`src/rtl/render_controller_pkg.sv`:
```
// Shared definitions for the render controller: command codes, FSM states,
// Q4.23 coordinate width and the saturation helper for window origin updates.
package render_controller_pkg;

  localparam int unsigned COORD_W = 27;
  localparam int unsigned WIDE_W  = 38;

  localparam logic signed [WIDE_W-1:0] SAT_HI = 38'sd67108863;
  localparam logic signed [WIDE_W-1:0] SAT_LO = -38'sd67108864;

  typedef enum logic [2:0] {
    OP_HOME     = 3'd0,
    OP_LEFT     = 3'd1,
    OP_RIGHT    = 3'd2,
    OP_UP       = 3'd3,
    OP_DOWN     = 3'd4,
    OP_ZOOM_IN  = 3'd5,
    OP_ZOOM_OUT = 3'd6,
    OP_REDRAW   = 3'd7
  } cmd_op_e;

  typedef enum logic [1:0] {
    ST_START,
    ST_SETTLE,
    ST_RUN,
    ST_IDLE
  } state_e;

  // Clamp a wide sum back into the 27-bit signed coordinate range.
  function automatic logic signed [COORD_W-1:0] sat_coord(input logic signed [WIDE_W-1:0] v);
    logic signed [COORD_W-1:0] r;
    if (v > SAT_HI)      r = SAT_HI[COORD_W-1:0];
    else if (v < SAT_LO) r = SAT_LO[COORD_W-1:0];
    else                 r = v[COORD_W-1:0];
    return r;
  endfunction

endpackage

```
`src/rtl/render_controller_view_update.sv`:
```
// Combinational next-window computation for one command: pans, zooms, home.
// Build option RENDER_ZOOM_CENTER_EN keeps the window centre fixed across zooms.
module view_update
  import render_controller_pkg::*;
#(
  parameter int          NUM_COLUMNS = 640,
  parameter int          NUM_ROWS    = 480,
  parameter int unsigned PAN_SHIFT   = 5,
  parameter int          HOME_MIN_X  = -16777216,
  parameter int          HOME_MIN_Y  = -9437184,
  parameter int          HOME_D      = 39322,
  parameter int          MAX_D       = 1048576
) (
  input  logic [2:0]  i_op,
  input  logic [26:0] i_min_x,
  input  logic [26:0] i_min_y,
  input  logic [26:0] i_d,
  output logic [26:0] o_min_x,
  output logic [26:0] o_min_y,
  output logic [26:0] o_d
);

  localparam logic signed [WIDE_W-1:0] MAX_D_W = WIDE_W'(MAX_D);
  localparam logic signed [WIDE_W-1:0] COLS_W  = WIDE_W'(NUM_COLUMNS);
  localparam logic signed [WIDE_W-1:0] ROWS_W  = WIDE_W'(NUM_ROWS);

  logic signed [WIDE_W-1:0] w_min_x;
  logic signed [WIDE_W-1:0] w_min_y;
  logic signed [WIDE_W-1:0] w_d;
  logic signed [WIDE_W-1:0] w_step;
  logic signed [WIDE_W-1:0] w_span_x;
  logic signed [WIDE_W-1:0] w_span_y;

  assign w_min_x = {{(WIDE_W-COORD_W){i_min_x[COORD_W-1]}}, i_min_x};
  assign w_min_y = {{(WIDE_W-COORD_W){i_min_y[COORD_W-1]}}, i_min_y};
  assign w_d     = {{(WIDE_W-COORD_W){i_d[COORD_W-1]}}, i_d};
  assign w_step  = w_d <<< PAN_SHIFT;

`ifdef RENDER_ZOOM_CENTER_EN
  assign w_span_x = w_d * COLS_W;
  assign w_span_y = w_d * ROWS_W;
`else
  // Top-left anchored zoom: spans are constant zero so no multipliers are built.
  assign w_span_x = COLS_W & '0;
  assign w_span_y = ROWS_W & '0;
`endif

  always_comb begin
    o_min_x = i_min_x;
    o_min_y = i_min_y;
    o_d     = i_d;
    case (cmd_op_e'(i_op))
      OP_HOME: begin
        o_min_x = COORD_W'(HOME_MIN_X);
        o_min_y = COORD_W'(HOME_MIN_Y);
        o_d     = COORD_W'(HOME_D);
      end
      OP_LEFT:  o_min_x = sat_coord(w_min_x - w_step);
      OP_RIGHT: o_min_x = sat_coord(w_min_x + w_step);
      OP_UP:    o_min_y = sat_coord(w_min_y - w_step);
      OP_DOWN:  o_min_y = sat_coord(w_min_y + w_step);
      OP_ZOOM_IN: begin
        if (i_d != 27'd1) begin
          o_min_x = sat_coord(w_min_x + (w_span_x >>> 2));
          o_min_y = sat_coord(w_min_y + (w_span_y >>> 2));
          o_d     = $signed(i_d) >>> 1;
        end
      end
      OP_ZOOM_OUT: begin
        if (w_d < MAX_D_W) begin
          o_min_x = sat_coord(w_min_x - (w_span_x >>> 1));
          o_min_y = sat_coord(w_min_y - (w_span_y >>> 1));
          o_d     = i_d << 1;
        end
      end
      default: ;
    endcase
  end

endmodule

```
`src/rtl/render_controller.sv`:
```
// Frame sequencer in front of multi_solver: holds the view window, applies
// commands, pulses solver reset and tracks frame completion (RENDER_ZOOM_CENTER_EN).
module render_controller
  import render_controller_pkg::*;
#(
  parameter int          NUM_COLUMNS  = 640,
  parameter int          NUM_ROWS     = 480,
  parameter int unsigned RESET_CYCLES = 2,
  parameter int unsigned PAN_SHIFT    = 5,
  parameter int          HOME_MIN_X   = -16777216,
  parameter int          HOME_MIN_Y   = -9437184,
  parameter int          HOME_D       = 39322,
  parameter int          MAX_D        = 1048576
) (
  input  logic        clock,
  input  logic        reset,
  input  logic        cmd_valid,
  input  logic [2:0]  cmd_op,
  output logic        cmd_ready,
  input  logic        solver_done,
  output logic        solver_reset,
  output logic [26:0] min_x,
  output logic [26:0] min_y,
  output logic [26:0] dx,
  output logic [26:0] dy,
  output logic        frame_ready,
  output logic [15:0] frame_count
);

  localparam int unsigned CNT_W = (RESET_CYCLES > 1) ? $clog2(RESET_CYCLES) : 1;
  localparam logic [CNT_W-1:0] CNT_LAST = CNT_W'(RESET_CYCLES - 1);

  state_e           r_state;
  logic [CNT_W-1:0] r_cnt;
  logic [26:0]      r_min_x;
  logic [26:0]      r_min_y;
  logic [26:0]      r_d;
  logic             r_cmd_ready;
  logic             r_solver_reset;
  logic             r_frame_ready;
  logic [15:0]      r_frame_count;

  logic [26:0] w_next_min_x;
  logic [26:0] w_next_min_y;
  logic [26:0] w_next_d;
  logic        w_accept;

  assign w_accept = cmd_valid & r_cmd_ready;

  view_update #(
    .NUM_COLUMNS (NUM_COLUMNS),
    .NUM_ROWS    (NUM_ROWS),
    .PAN_SHIFT   (PAN_SHIFT),
    .HOME_MIN_X  (HOME_MIN_X),
    .HOME_MIN_Y  (HOME_MIN_Y),
    .HOME_D      (HOME_D),
    .MAX_D       (MAX_D)
  ) u_view_update (
    .i_op    (cmd_op),
    .i_min_x (r_min_x),
    .i_min_y (r_min_y),
    .i_d     (r_d),
    .o_min_x (w_next_min_x),
    .o_min_y (w_next_min_y),
    .o_d     (w_next_d)
  );

  always_ff @(posedge clock or negedge reset) begin
    if (!reset) begin
      r_state        <= ST_START;
      r_cnt          <= '0;
      r_min_x        <= COORD_W'(HOME_MIN_X);
      r_min_y        <= COORD_W'(HOME_MIN_Y);
      r_d            <= COORD_W'(HOME_D);
      r_cmd_ready    <= 1'b0;
      r_solver_reset <= 1'b1;
      r_frame_ready  <= 1'b0;
      r_frame_count  <= '0;
    end else if (w_accept) begin
      // A command outranks a same-cycle solver_done and aborts any render in flight.
      r_min_x        <= w_next_min_x;
      r_min_y        <= w_next_min_y;
      r_d            <= w_next_d;
      r_state        <= ST_START;
      r_cnt          <= '0;
      r_cmd_ready    <= 1'b0;
      r_solver_reset <= 1'b1;
      r_frame_ready  <= 1'b0;
    end else begin
      case (r_state)
        ST_START: begin
          if (r_cnt == CNT_LAST) begin
            r_state        <= ST_SETTLE;
            r_solver_reset <= 1'b0;
          end else begin
            r_cnt <= r_cnt + CNT_W'(1);
          end
        end
        ST_SETTLE: begin
          r_state     <= ST_RUN;
          r_cmd_ready <= 1'b1;
        end
        ST_RUN: begin
          if (solver_done) begin
            r_state       <= ST_IDLE;
            r_frame_ready <= 1'b1;
            r_frame_count <= r_frame_count + 16'd1;
          end
        end
        ST_IDLE: ;
        default: r_state <= ST_START;
      endcase
    end
  end

  assign cmd_ready    = r_cmd_ready;
  assign solver_reset = r_solver_reset;
  assign min_x        = r_min_x;
  assign min_y        = r_min_y;
  assign dx           = r_d;
  assign dy           = r_d;
  assign frame_ready  = r_frame_ready;
  assign frame_count  = r_frame_count;

endmodule

```
`config.mk`:
```
export PLATFORM = sky130hd
export DESIGN_NAME = render_controller
export DESIGN_NICKNAME = d
export VERILOG_FILES = /design/src/rtl/render_controller_pkg.sv /design/src/rtl/render_controller_view_update.sv /design/src/rtl/render_controller.sv
export SDC_FILE = /design/constraint.sdc
export NUM_CORES = 1
export LEC_CHECK = 0
export ABC_AREA = 1
export CELL_PAD_IN_SITES_DETAIL_PLACEMENT = 1
export CELL_PAD_IN_SITES_GLOBAL_PLACEMENT = 2
export CORE_ASPECT_RATIO = 1.75
export CORE_MARGIN = 8
export CORE_UTILIZATION = 28
export CTS_CLUSTER_SIZE = 20
export DETAILED_ROUTE_END_ITERATION = 10
export PLACE_DENSITY_LB_ADDON = 0.1
export SLEW_MARGIN = 20
export SYNTH_ARGS = -nofsm -noshare
export SYNTH_HDL_FRONTEND = slang
export SYNTH_SLANG_ARGS = --single-unit
export TNS_END_PERCENT = 5
```
`constraint.sdc`:
```
create_clock -name clock -period 2.7 [get_ports clock]
set_input_delay 0.27 -clock clock [delete_from_list [all_inputs] [get_ports clock]]
set_output_delay 0.27 -clock clock [all_outputs]
set_load 0.02 [all_outputs]
```
==> run_1/pins.png <==
Pins as bars across the die edge, other pins in gray.
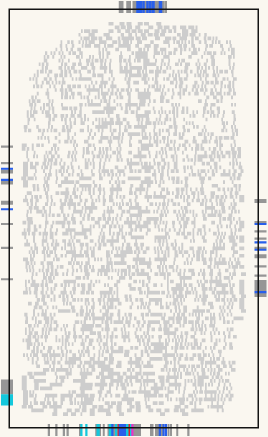
port	color	pins	direction	edge
`cmd_op`	red	3	input	bottom
`dy`	blue	27	output	11 top, 9 bottom, 4 right, 3 left
`solver_done`	magenta	1	input	bottom
`frame_count`	cyan	16	output	10 bottom, 6 left
all pins by edge	52 bottom, 32 top, 28 left, 22 right
Die X-Extent: 183 microns
Die H: 308 microns

==> run_1/registers.png <==
Other sequential cells in the stronger gray, the rest of the logic in the fainter gray.
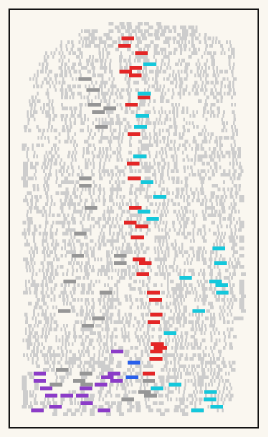
netlist name	color	flops
`min_y`	cyan	23
`r_state`	blue	2
`dx`	red	27
`frame_count`	purple	16
sequential cell area share: 12.1%
utilization after layout: 41.0%
Sequential Power: 0.00249 W
Sequential cell area: 2400 sq um

==> run_1/met3.png <==
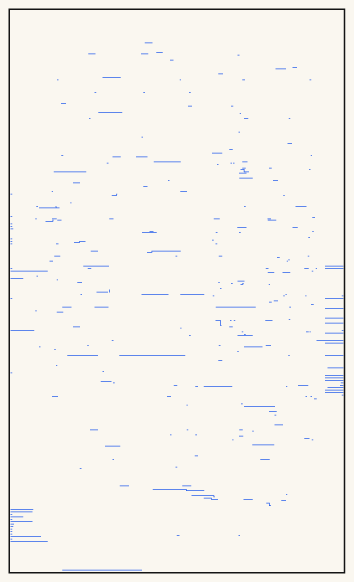
main direction	horizontal
longest straight run	43.5 microns
share of all routed wire	1.4%
M3 GR Usage: 1.47%
final WL: 72300 microns
routed via count: 16.9k

==> run_results.csv, run 1 <==
group,metric,value,unit
cts,cts_buffer_depth,2,
cts,path_clk_slew,0.09,ns
die,rows,107,
cells_and_area,layoutNonFillerInstCount,3557,
synthesis,synth_top_cell_by_area,"nand2_1",
synthesis,synth-edff-count,0,
final_timing,tightest_slew,0.679,ns
global_routing,grt-busiest-layer,"met2",
outcome,status,"finished, violations left",
cts,cts_root_buffer,"clkbuf_16",
cts,cts_tree,"built",
final_timing,fin_crit_sh,114,%
cells_and_area,buffers,629,
synthesis,ys_cells,2364,
worst_setup_path,required,2.97,ns
synthesis,yosys_warnings,0,
die,initCoreUtil,28.1,%
worst_setup_path,path_max_fanout,13,
place,dp_hpwl,62800,microns
final_timing,setup_ws,-0.365,ns
worst_setup_path,arrival,3.34,ns
cells_and_area,flops,95,
place,place_inst,3534,
cts,clk_latency,0.39,ns
worst_setup_path,timing.rr.start,"dx[1]",
outcome,violations,"negative setup slack",
synthesis,synth-main-ff-cell,"dfrtp_1",
cells_and_area,logic_area,9680,sq um
routing,met2_length,40300,microns
cells_and_area,drive_gt1_share,25.7,%
final_timing,finalHoldViolations,0,
final_timing,clock_skew,0.0155,ns
worst_setup_path,crit_end,"min_y[19]",
synthesis,ys_top_cells_by_area,"nand2_1, dfrtp_1, inv_1",
global_routing,grt_max_degree,40,
cells_and_area,largest_class,"logic gates",
synthesis,yosys.area.top_type_share,24.2,%
worst_hold_path,worstHoldPathType,"in -> async",
pwr,finalPower,0.0315,W
global_routing,met2_usage,51.6,%
synthesis,ys_sh_xor,4.69,%
synthesis,ys_seq_elements,95,
worst_setup_path,path_delay_family,"simple AND/OR/NAND/NOR gates",
routing,wl_met3,987,microns
global_routing,grtUsageTotal,25.7,%
cells_and_area,clockBufferCount,9,
synthesis,syn_area,13600,sq um
worst_setup_path,path_depth,23,
pwr,p_leak,10.8,nW
cells_and_area,clk_share,1.52,%
worst_setup_path,end_kind,"flip-flop",
cells_and_area,fill_cells,6538,
routing,ant_nets,0,
final_timing,fmax,326,MHz
synthesis,compound_area_share,9.87,%
routing,drt-pass1-iter-count,7,
worst_setup_path,max_stage_delay,0.56,ns
worst_setup_path,rr_worst_depth,23,
synthesis,adder_share,11.0,%
synthesis,yosysSeqAreaShare,17.6,%
synthesis,logic_family,"simple AND/OR/NAND/NOR gates",
cells_and_area,nNonClkInverters,393,
global_routing,overflow,0,
synthesis,synth_cell_types,50,
cts,cts_buffers,9,
final_timing,setup_viol,46,
routing,highest-signal-layer,"met4",
final_timing,drv_slew,0,
routing,met1_length,25300,microns
final_timing,grt_setup_unrepaired,"yes",
routing,drt-initial-drc-count,545,
final_timing,slew-limit-headroom,54.4,%
die,chipArea,56300,sq um
cts,htreeDepth,3,
place,place_congestion,0.938,
synthesis,common_cells,"nand2_1, inv_1, nor2_1",
cells_and_area,buffer_area_share,26.2,%
synthesis,top_cell,"nand2_1",
pwr,cellPowerDensity,1580,nW/um^2
cells_and_area,antenna_cells,0,
die,pin_count,134,
worst_setup_path,setup.worst_path.start,"dx[1]",
die,tap_cells,654,
run 1: metrics by stage:
stage / hold slack (ns) / TNS, ns / utilization (%) / setup WS [ns]
after detailed placement: 0.320 / -26.06 / 38.9 / -0.712
after floorplan: -0.0256 / 0 / - / 0.0144
final: 0.407 / -14.37 / 41.0 / -0.365
after global routing: 0.449 / -23.40 / 41.0 / -0.594
after global placement: 0.300 / -25.31 / 38.9 / -0.666
after CTS: 0.425 / -14.12 / 40.8 / -0.362
run 1: cell usage in the layout (no fill, tap or decap), drive strengths merged:
master         Yosys  layout
and2               4       4
ha               113     113
o21a               3       3
nor3              18      18
a31oi             18      18
buf               89     496
clkinvlp           0       2
clkdlybuf4s50      0     132
fa                 4       4
or2                3       3
clkinv             1       3
dfstp             18      18
nand3            128     128
o211ai             2       2
a21oi             92      92
xor2              60      60
a211oi             1       1
a31o               1       1
nand2            889     891
and3               2       2
dlygate4sd3        0       1
inv              392     395
dfrtp             77      77
o21bai            13      13
clkbuf            19       9
o22ai             17      17
o221ai             2       2
nor4               4       4
mux2               1       1
nor2             241     241
xnor2             13      13
nand4             33      33
nand3b             8       8
o21ai             98      98
run 1: report_power, final:
group	switching (W)	internal (W)
Clock	0.000740	0.000658
Sequential	0.000464	0.00203
Combinational	0.0160	0.0116
Total	0.0172	0.0143
run 1: flip-flops by register name, summed over array words and instances (netlist names):
name and flops:
cmd_ready 1, dx 27, frame_count 16, frame_ready 1, min_x 23, min_y 23
r_cnt 1, r_state 2, solver_reset 1
run 1: timing repair:
action                                 in CTS  in global routing
endpoints found under the hold margin      29                  0
cloned                                      2                  0
setup endpoints to repair                  46                 49
gates resized                             149                 33
hold buffers                                1                  0
setup buffers                               3                  1
pin swaps                                  16                  5
## Run 2: what changed since run 1
- CAP_MARGIN: not set -> 25
==> run_2/final_congestion.png <==
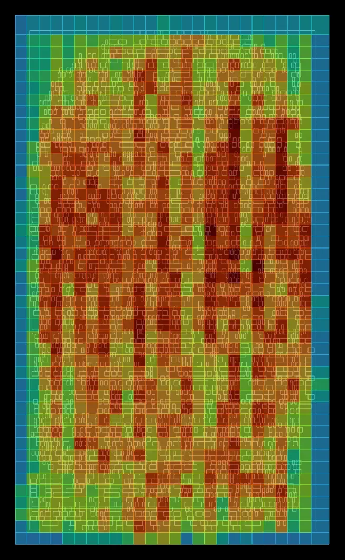
DR WL/cell: 20.3 microns
met2 usage: 51.6%
Tot GR Track Use: 25.7%
GRT busiest layer: met2
grt met1 use: 23.7%

==> run 2 against run 1 <==
Compared with the run above:
- the flow still finishes with violations (negative setup slack)
- sequential share of layout area unchanged
- non-clock buffer count unchanged
- power unchanged
- clock power about the same
- area after synthesis unchanged
- maximum frequency unchanged
- clock skew unchanged
==> run_results.csv, run 2 <==
group,metric,value,unit
synthesis,yosysSeqAreaShare,17.6,%
cells_and_area,largest_register_ffs,27,
final_timing,drv_slew,0,
pwr,finalPower,0.0315,W
die,die_h,308,microns
synthesis,yosys.area.top_type_share,24.2,%
final_timing,grt_setup_unrepaired,"yes",
worst_setup_path,path_depth,23,
die,rows,107,
cts,cts_buffers,9,
synthesis,compound_area_share,9.87,%
worst_setup_path,setup.worst_path.start,"dx[1]",
cts,htreeDepth,3,
worst_setup_path,arrival,3.34,ns
synthesis,common_cells,"nand2_1, inv_1, nor2_1",
synthesis,synth_cell_types,50,
final_timing,clock_skew,0.0155,ns
cells_and_area,antenna_cells,0,
pwr,swShare,54.7,%
final_timing,setup_tns,-14.37,ns
place,place_congestion,0.938,
cells_and_area,fin_util,41.0,%
cells_and_area,lay_top_count,"nand2_1",
routing,highest-signal-layer,"met4",
worst_setup_path,path_delay_family,"simple AND/OR/NAND/NOR gates",
outcome,violations,"negative setup slack",
final_timing,finalHoldViolations,0,
synthesis,ys_top_cells_by_area,"nand2_1, dfrtp_1, inv_1",
synthesis,syn_area,13600,sq um
routing,met1_length,25300,microns
routing,wl_met3,987,microns
final_timing,setup_ws,-0.365,ns
cells_and_area,drive_gt1_share,25.7,%
routing,drt-pass1-iter-count,7,
cts,cts_tree,"built",
pwr,p_leak,10.8,nW
die,initCoreUtil,28.1,%
pwr,intPower,0.0143,W
global_routing,grt_max_degree,40,
worst_setup_path,max_stage_delay,0.56,ns
routing,vias,16900,
synthesis,ys_seq_elements,95,
cts,clk_latency,0.39,ns
synthesis,top_cell,"nand2_1",
synthesis,synth-main-ff-cell,"dfrtp_1",
worst_hold_path,worstHoldPathType,"in -> async",
outcome,status,"finished, violations left",
cells_and_area,fill_cells,6538,
synthesis,synth_top_cell_by_area,"nand2_1",
worst_setup_path,crit_end,"min_y[19]",
cells_and_area,mostFrequentLayoutCells,"nand2_1, buf_4, inv_1",
cts,cts_root_buffer,"clkbuf_16",
worst_setup_path,end_kind,"flip-flop",
routing,met2_length,40300,microns
pwr,combPwrFrac,87.6,%
pwr,switchingPower,0.0172,W
routing,ant_nets,0,
worst_setup_path,rr_worst_depth,23,
routing,totalWireLength,72300,microns
routing,drt-initial-drc-count,545,
pwr,power_frac_clock,4.4,%
final_timing,setup_viol,46,
==> run_2/pins.png <==
Pins as bars across the die edge, other pins in gray.
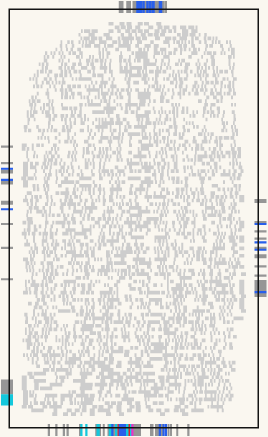
port	color	pins	direction	edge
`solver_done`	magenta	1	input	bottom
`cmd_op`	red	3	input	bottom
`dy`	blue	27	output	11 top, 9 bottom, 4 right, 3 left
`frame_count`	cyan	16	output	10 bottom, 6 left
Buffers on Ports: 133

==> run 2: cell counts in the layout (fill, tap and decap cells not counted) <==
No cell type changed its count.
==> run 2: worst register-to-register path, delay by kind of cell (launching register included) <==
kind	cells	cell delay, ns
adder cells (fa/ha/maj)	1	0.35
flip-flops	1	0.56
buffers and inverters	6	0.76
AND/OR/NAND/NOR	16	1.29
==> run 2: repair_timing <==
item	in CTS	in global routing
resized	149	33
pin swaps	16	5
setup endpoints to repair	46	49
hold buffers	1	0
setup buffers	3	1
hold endpoints to repair	29	0
cloned	2	0
==> run 2: power by group through the flow <==
stage | registers, W | clock network (W) | logic, W
final | 0.00249 | 0.00140 | 0.0276
after global placement | 0.00245 | 0 | 0.0261
after global routing | 0.00256 | 0.00148 | 0.0299
after CTS | 0.00248 | 0.00145 | 0.0276
after floorplan | 0.00324 | 0 | 0.0126
after detailed placement | 0.00247 | 0 | 0.0265
==> run 2: cells by family after synthesis <==
group,Yosys count
AOI/OAI and AO/OA,247
xor gates and xnor gates,73
adders and majority gates,117
buffers and inverters,501
DFF,95
muxes,1
and+or+nand+nor,1330
==> run 2: per-stage QoR <==
stage / hold WS [ns] / cells
floorplan: -0.0256 / 2364
global placement: 0.300 / 3534
detailed placement: 0.320 / 3534
CTS: 0.425 / 3556
global route: 0.449 / 3557
finish: 0.407 / 3557
==> run 2: final cells by class <==
class / instances / area [sq um] / area share, %
Inverter: 393 / 1480 / 7.44
Sequential cell: 95 / 2400 / 12.1
Clock inverter: 7 / 77.6 / 0.390
Clock buffer: 9 / 225 / 1.13
Multi-Input combinational cell: 1770 / 9680 / 48.7
Tap cell: 654 / 818 / 4.12
Timing Repair Buffer: 629 / 5210 / 26.2
Power figures rest on the tool's default switching activity, not on a simulated workload.
